===== config.mk =====
export PLATFORM = sky130hd
export DESIGN_NAME = serial_frame_tx
export DESIGN_NICKNAME = d
export VERILOG_FILES = /design/src/rtl/serial_frame_tx.sv
export SDC_FILE = /design/constraint.sdc
export NUM_CORES = 1
export LEC_CHECK = 0
export CAP_MARGIN = 25
export CORE_UTILIZATION = 45
export CTS_BUF_LIST = sky130_fd_sc_hd__clkbuf_2
export CTS_CLUSTER_SIZE = 14
export DETAILED_ROUTE_END_ITERATION = 10
export GPL_ROUTABILITY_DRIVEN = 0
export PLACE_DENSITY = 0.67
export SLEW_MARGIN = 20
export SYNTH_ARGS = -nofsm -noshare
export SYNTH_HDL_FRONTEND = slang
export SYNTH_SLANG_ARGS = --single-unit
export TNS_END_PERCENT = 1

===== constraint.sdc =====
create_clock -name clk -period 4.2 [get_ports clk]
set_clock_uncertainty 0.2 [all_clocks]
set_input_delay 0.42 -clock clk [delete_from_list [all_inputs] [get_ports clk]]
set_output_delay 0.42 -clock clk [all_outputs]
set_load 0.05 [all_outputs]

===== src/rtl/serial_frame_tx.sv =====
// Serial frame transmitter: start bit, header, payload, optional parity, stop bit, MSB-first.
// Optional feature: define PARITY_EN to insert an even-parity bit after the payload.
module serial_frame_tx #(
  parameter int HDR_W = 8,
  parameter int PAY_W = 7
) (
  input  logic             clk,
  input  logic             rst,
  input  logic             tx_valid,
  input  logic [HDR_W-1:0] tx_hdr,
  input  logic [PAY_W-1:0] tx_data,
  output logic             tx_ready,
  output logic             serOut,
  output logic             busy,
  output logic             Done
);

  localparam int FRM_W = HDR_W + PAY_W;
  localparam int MAX_W = (HDR_W > PAY_W) ? HDR_W : PAY_W;
  localparam int CNT_W = (MAX_W > 1) ? $clog2(MAX_W) : 1;
  localparam logic [CNT_W-1:0] HDR_LAST = CNT_W'(HDR_W - 1);
  localparam logic [CNT_W-1:0] PAY_LAST = CNT_W'(PAY_W - 1);

  // state | meaning
  // IDLE  | line high, ready for a frame
  // START | start bit (low) on the line
  // HDR   | header bit cnt on the line
  // PAY   | payload bit cnt on the line
  // PAR   | even-parity bit on the line (PARITY_EN only)
  // STOP  | stop bit (high) on the line, Done pulse
  typedef enum logic [2:0] {
    IDLE  = 3'd0,
    START = 3'd1,
    HDR   = 3'd2,
    PAY   = 3'd3,
`ifdef PARITY_EN
    PAR   = 3'd4,
`endif
    STOP  = 3'd5
  } state_t;

  state_t           state, nextState;
  logic [CNT_W-1:0] cnt, nextCnt;
  logic [FRM_W-1:0] shReg, nextSh;
  logic             nextSer;
`ifdef PARITY_EN
  logic             parBit, nextPar;
`endif

  // serOut is registered from the next-state decode so the line value lines up with the state
  always_ff @(posedge clk or negedge rst) begin
    if (!rst) begin
      state  <= IDLE;
      cnt    <= '0;
      shReg  <= '0;
      serOut <= 1'b1;
`ifdef PARITY_EN
      parBit <= 1'b0;
`endif
    end else begin
      state  <= nextState;
      cnt    <= nextCnt;
      shReg  <= nextSh;
      serOut <= nextSer;
`ifdef PARITY_EN
      parBit <= nextPar;
`endif
    end
  end

  always_comb begin
    nextState = state;
    nextCnt   = cnt;
    nextSh    = shReg;
    nextSer   = 1'b1;
`ifdef PARITY_EN
    nextPar   = parBit;
`endif
    case (state)
      IDLE: begin
        if (tx_valid) begin
          nextState = START;
          nextSh    = {tx_hdr, tx_data};
          nextSer   = 1'b0;
`ifdef PARITY_EN
          nextPar   = ^{tx_hdr, tx_data};
`endif
        end
      end
      START: begin
        nextState = HDR;
        nextCnt   = '0;
        nextSer   = shReg[FRM_W-1];
        nextSh    = shReg << 1;
      end
      HDR: begin
        nextSer = shReg[FRM_W-1];
        nextSh  = shReg << 1;
        if (cnt == HDR_LAST) begin
          nextState = PAY;
          nextCnt   = '0;
        end else begin
          nextCnt = cnt + CNT_W'(1);
        end
      end
      PAY: begin
        if (cnt == PAY_LAST) begin
          nextCnt = '0;
`ifdef PARITY_EN
          nextState = PAR;
          nextSer   = parBit;
`else
          nextState = STOP;
          nextSer   = 1'b1;
`endif
        end else begin
          nextCnt = cnt + CNT_W'(1);
          nextSer = shReg[FRM_W-1];
          nextSh  = shReg << 1;
        end
      end
`ifdef PARITY_EN
      PAR: begin
        nextState = STOP;
        nextSer   = 1'b1;
      end
`endif
      STOP: begin
        nextState = IDLE;
        nextSer   = 1'b1;
      end
      default: begin
        nextState = IDLE;
        nextCnt   = '0;
        nextSer   = 1'b1;
      end
    endcase
  end

  assign tx_ready = (state == IDLE);
  assign busy     = (state != IDLE);
  assign Done     = (state == STOP);

endmodule


run_1/clock_map.png
(8 px per µm)
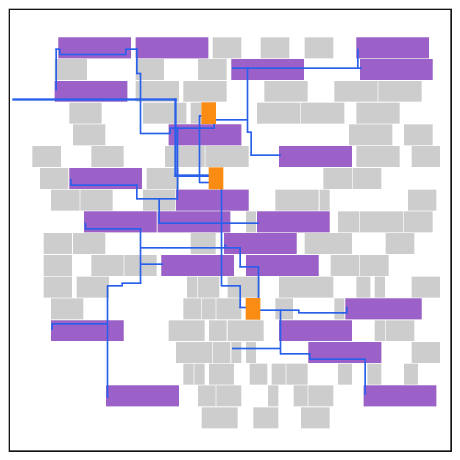
- purple: flip-flops (count 22)
- blue: clock wires (length 287 µm)
- orange: cells driving clock nets (count 3)
- routed clock nets: 4

run_1/gate_families.png
(6 px per µm)
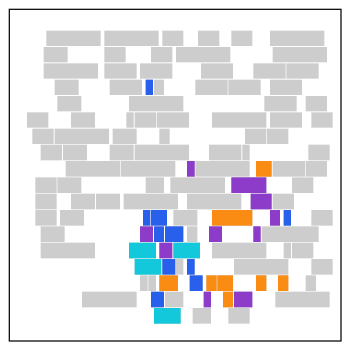
- orange: inverting AOI/OAI gates (cells 8)
- blue: NAND gates (cells 10)
- purple: NOR gates (cells 10)
- cyan: adder and majority cells (cells 4; where bottom center)

run_1/metal_stack.png
(4 px per µm) Two of the layers only.
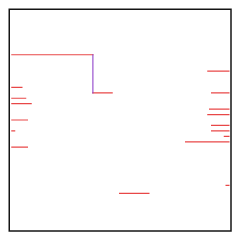
- purple: met4 (wire length 9.50 µm)
- red: met3 (wire length 92.9 µm)

run_1/final_clocks.png
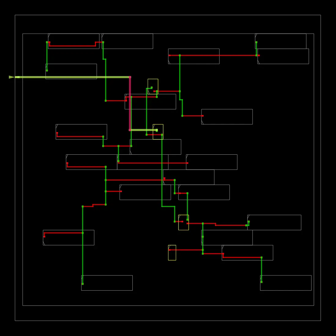
TritonCTS buffer count: 3
flop count: 22
Clock group: 0.0859 mW
clock latency on the worst-skew pair: 320 ps
clk sink count: 22

==> reports/metrics.csv, run 1 <==
metric,value,unit
critical path capture point type,primary output,
# DRC,0,
vias in the first global route,721,
critical-path cell list,nor3_1 > clkdlybuf4s50_1,
Critical Path Max Stage Delay,870,ps
H-tree Lvls,1,
hold path depth,2,
Buf/Inv on CP,1,
Post-CTS Setup Inserts,0,
f_max,358,MHz
pre-CTS setup slack,1750,ps
initial antenna violation count,0,
pwr/cell area,653,nW/µm²
number of port buffers,21,
Synth area leaders,"dfrtp_1 42%, mux2_4 17%, mux2_2 11%",
mapped cell area,1270,µm²
worst-margin pin slew,863,ps
cell count along the critical path,2,
via/cell ratio,5.43,
RSZ-0062 raised after global routing,no,
drt total wl,2050,µm
hold endpoint,serOut,
global route total overflow,0,
outcome,completed,
clock buffer depth,2,
worst hold path class,flop to flop,
Hold Fails Final Rpt,0,
TritonCTS clock tree,built,
WHS,326,ps
WS Path Type,flop to primary output,
number of detailed-route iterations in the first pass,4,
cells in synth_stat.txt,97,
r2r setup slk,1770,ps
Hold Buf Count CTS,0,
DP Area,1470,µm²
OpenROAD warnings,28,
register share after synthesis,43.6,%
syn avg cell area,13.1,µm²
crit path time final,2790,ps
R2R Path End,shReg[2],
Post-Syn Nets,119,
Die Height,55.0,µm
die x size,55.0,µm
cell type with the largest total area,dfrtp_1,
r2r startpoint,cnt[0],
largest net degree at the start of global routing,23,
layout cells sized above 1,29.7,%
routed len/inst,13.8,µm
-- run 1: Yosys cell counts (all sizes together) --
cell / instances
xnor2: 1
o21bai: 1
a21oi: 3
o31ai: 1
a311oi: 1
o21ai: 1
dfrtp: 21
nand3b: 1
nor2: 3
nand4b: 1
ha: 4
and4: 1
nor4b: 1
inv: 5
nor2b: 2
clkbuf: 2
mux2: 26
buf: 3
dfstp: 1
nor3: 3
nand2b: 3
mux2i: 3
a211o: 1
nor4: 1
nand2: 4
a22oi: 1
and3b: 1
nand3: 1
-- run 1: area by class of cell --
| cell class | count | area, µm² | share of cell area (%) |
|---|---|---|---|
| clock inverter | 1 | 3.75 | 0.251 |
| tap | 30 | 37.5 | 2.51 |
| multi-input combinational | 65 | 651 | 43.6 |
| inverter | 5 | 18.8 | 1.26 |
| timing repair buffer | 22 | 215 | 14.4 |
| clock buffer | 3 | 15.0 | 1.01 |
| sequential | 22 | 552 | 37.0 |
-- run 1: per-layer routing --
metal	up-vias	global-route usage (%)	wire (µm)	part of all wire, %
li1	387	-	-	-
met1	397	19.8	1030	50
met2	18	22.5	919	45
met3	2	3.28	92	4.5
met4	0	7.50	9	0.44
met5	-	0	0	0
-- run 1: cell usage in the layout (no fill, tap or decap), types with 4 or more instances in the layout --
cell and count:
clkdlybuf4s50_1 20, dfrtp_1 21, ha_1 4, inv_1 5, mux2_2 12, mux2_4 14, nand2_1 4
-- run 1: where the power goes --
group	internal (mW)	total, mW	switching (mW)
Clock	0.0207	0.0859	0.0652
Combinational	0.305	0.497	0.192
Sequential	0.305	0.392	0.0864
Total	0.631	0.975	0.344
-- run 1: flip-flops by register name, indices dropped and copies added (netlist names) --
signal and cells:
cnt 3, serOut 1, shReg 15, state 3
==> inputs of run 2 (changes only) <==
- PLACE_DENSITY: 0.67 -> 0.69
- clock period: 4.2 -> 2.45 ns (I/O delays scaled with it)
run_2/metal_stack.png
(4 px per µm) Two of the layers only.
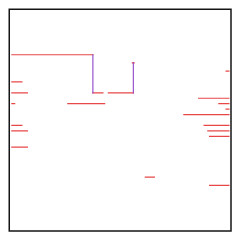
- purple: met4 (wire length 17.0 µm)
- red: met3 (wire length 102 µm)

run_2/final_clocks.png
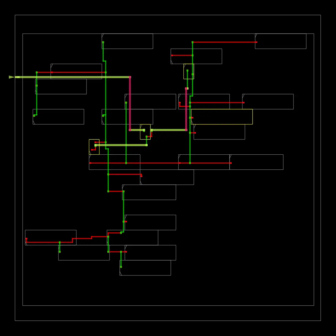
# clk buffers: 3
Clock group: 0.250 mW
clock latency on the worst-skew pair: 330 ps

run_2/gate_families.png
(6 px per µm)
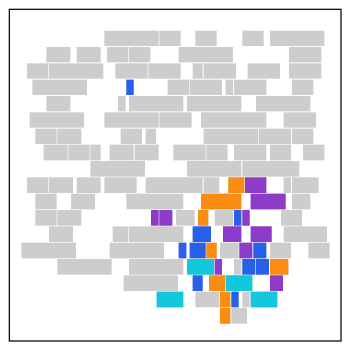
- blue: NAND gates (cells 10)
- purple: NOR gates (cells 10)
- cyan: adder and majority cells (cells 4)
- orange: inverting AOI/OAI gates (cells 8)

==> run 2 against run 1 <==
Design area increased by 4.2%. Via count is the same. Register-to-register slack worse by 1400 ps. Synthesized cell count did not move. Total power increased by 87%. Non-clock buffer count up 2. Global-route usage grew 2.0 points. Sequential power grew 73%. Clock power rose to 2.9 times the previous value. Largest power group unchanged. First-iteration DRC count down 25%. Flip-flop count stayed put. Critical endpoint unchanged. Sequential share of layout area shrank 1.3 points.
==> reports/metrics.csv, run 2 <==
metric,value,unit,change
outcome,completed,,
pwr/cell area,1170,nW/µm²,+80%
critical path capture point type,primary output,,
die x size,55.0,µm,unchanged
Placeable Area,2570,µm²,
number of port buffers,21,,unchanged
cells in synth_stat.txt,97,,unchanged
register share after synthesis,43.6,%,unchanged
drt total wl,2200,µm,+7.2%
clock share of power,13.7,%,+4.9 points
r2r startpoint,cnt[0],,
# DRC,0,,unchanged
Die Height,55.0,µm,unchanged
top-count cell post-synth,dfrtp_1,,
cell type with the largest total area,dfrtp_1,,
power share of the combinational group,49.1,%,-1.9 points
WS Path Type,flop to primary output,,
via/cell ratio,5.36,,-1.3%
Sequential Power,0.680,mW,+73%
Main power group,combinational logic,,
pre-CTS setup slack,347,ps,-1400 ps
Post-Syn Nets,119,,unchanged
global route total overflow,0,,unchanged
OpenROAD warnings,28,,unchanged
internal power,1.22,mW,+93%
largest net degree at the start of global routing,17,,-26%
layout cells sized above 1,35.0,%,+5.3 points
TritonCTS clock tree,built,,
RSZ-0062 raised after global routing,no,,
Hold Buf Count CTS,0,,unchanged
initial antenna violation count,0,,unchanged
worst-margin pin slew,531,ps,-332 ps
"FFs w/ async S/R, synth",100,%,unchanged
r2r setup slk,400,ps,-1370 ps
number of detailed-route iterations in the first pass,4,,unchanged
clk sink count,22,,unchanged
max FFs per register,15,,unchanged
routed len/inst,14.6,µm,+5.7%
most numerous logic cell after layout,dfrtp_1,,
vias in the first global route,767,,+6.4%
R2R Path End,shReg[1],,
Flop pwr share,37.2,%,-3.0 points
clock buffer depth,2,,unchanged
Buf/Inv on CP,1,,unchanged
top flop regs,"shReg x15, cnt x3, state x3",,
switching part of the total,33.4,%,-1.9 points
f_max,457,MHz,
critical-path cell list,nor3_2 > dlygate4sd2_1,,
worst hold path class,primary input to async pin,,
Synth area leaders,"dfrtp_1 42%, mux2_4 17%, mux2_2 11%",,
Largest Register,shReg,,
"Top FF cell, synth",dfrtp_1,,
Hold Fails Final Rpt,0,,unchanged
Switch Pwr,0.611,mW,+78%
commonest cells in the netlist,"21 x dfrtp_1, 14 x mux2_4, 12 x mux2_2, 5 x inv_1",,
syn avg cell area,13.1,µm²,unchanged
Critical Path Max Stage Delay,560,ps,-310 ps
number of enable flip-flop cells,0,,unchanged
TritonCTS buffer count,3,,unchanged
Top Layout Cells,"19 x dfrtp_1, 18 x clkdlybuf4s50_1, 14 x mux2_4",,
==> run 2: cell count changes in the layout (fill, tap and decap cells not counted), sizes merged <==
cell and change:
buf +3, bufinv +1, clkdlybuf4s50 -2, clkinv -1
dlygate4sd2 +1, dlygate4sd3 -1, dlymetal6s2s +1
==> run 2: kinds of logic after synthesis <==
kind of cell	Yosys count	share of synthesized area, %
compound gates	9	5.63
xor+xnor	1	0.692
fa+ha+maj	4	3.95
buf+inv	10	5.04
flops	22	43.6
mux	29	29.6
simple gates	22	11.5
==> run 2: area by class of cell <==
class / instances / area, µm²
inverters: 5 / 18.8
multi-input cells: 65 / 656
repair buffers: 24 / 244
fillers: 216 / 1010
well taps: 30 / 37.5
clock buffers: 3 / 15.0
clock inverters: 1 / 30.0
flip-flops and latches: 22 / 554
==> run 2: stage by stage <==
step / hold slack (ps) / power, mW
finish: 27.4 / 1.83
global placement: 290 / 1.56
detailed placement: 298 / 1.59
floorplan: -251 / 1.41
CTS: 12.7 / 1.85
global route: 19.4 / 1.96
==> run 2: worst max-delay path by stage <==
stage | from | end | slack (ps) | cells after the start
after global routing | state[2] | tx_ready | 180 | 2
final | state[2] | tx_ready | 260 | 2
after detailed placement | state[0] | tx_ready | 350 | 2
after floorplan | state[0] | busy | 200 | 3
after CTS | state[1] | busy | 50 | 3
after global placement | state[0] | tx_ready | 390 | 2
==> run 2: per-layer routing <==
| layer | routed length, µm | share of wire, % | track usage (%) | vias up |
|---|---|---|---|---|
| met1 | 1100 | 50 | 22.9 | 388 |
| met2 | 977 | 45 | 26.3 | 22 |
| met3 | 102 | 4.6 | 4.10 | 4 |
| met4 | 17 | 0.77 | 5.00 | 0 |
| met5 | 0 | 0 | 0 | - |
| li1 | - | - | - | 390 |
Power figures rest on the tool's default switching activity, not on a simulated workload.
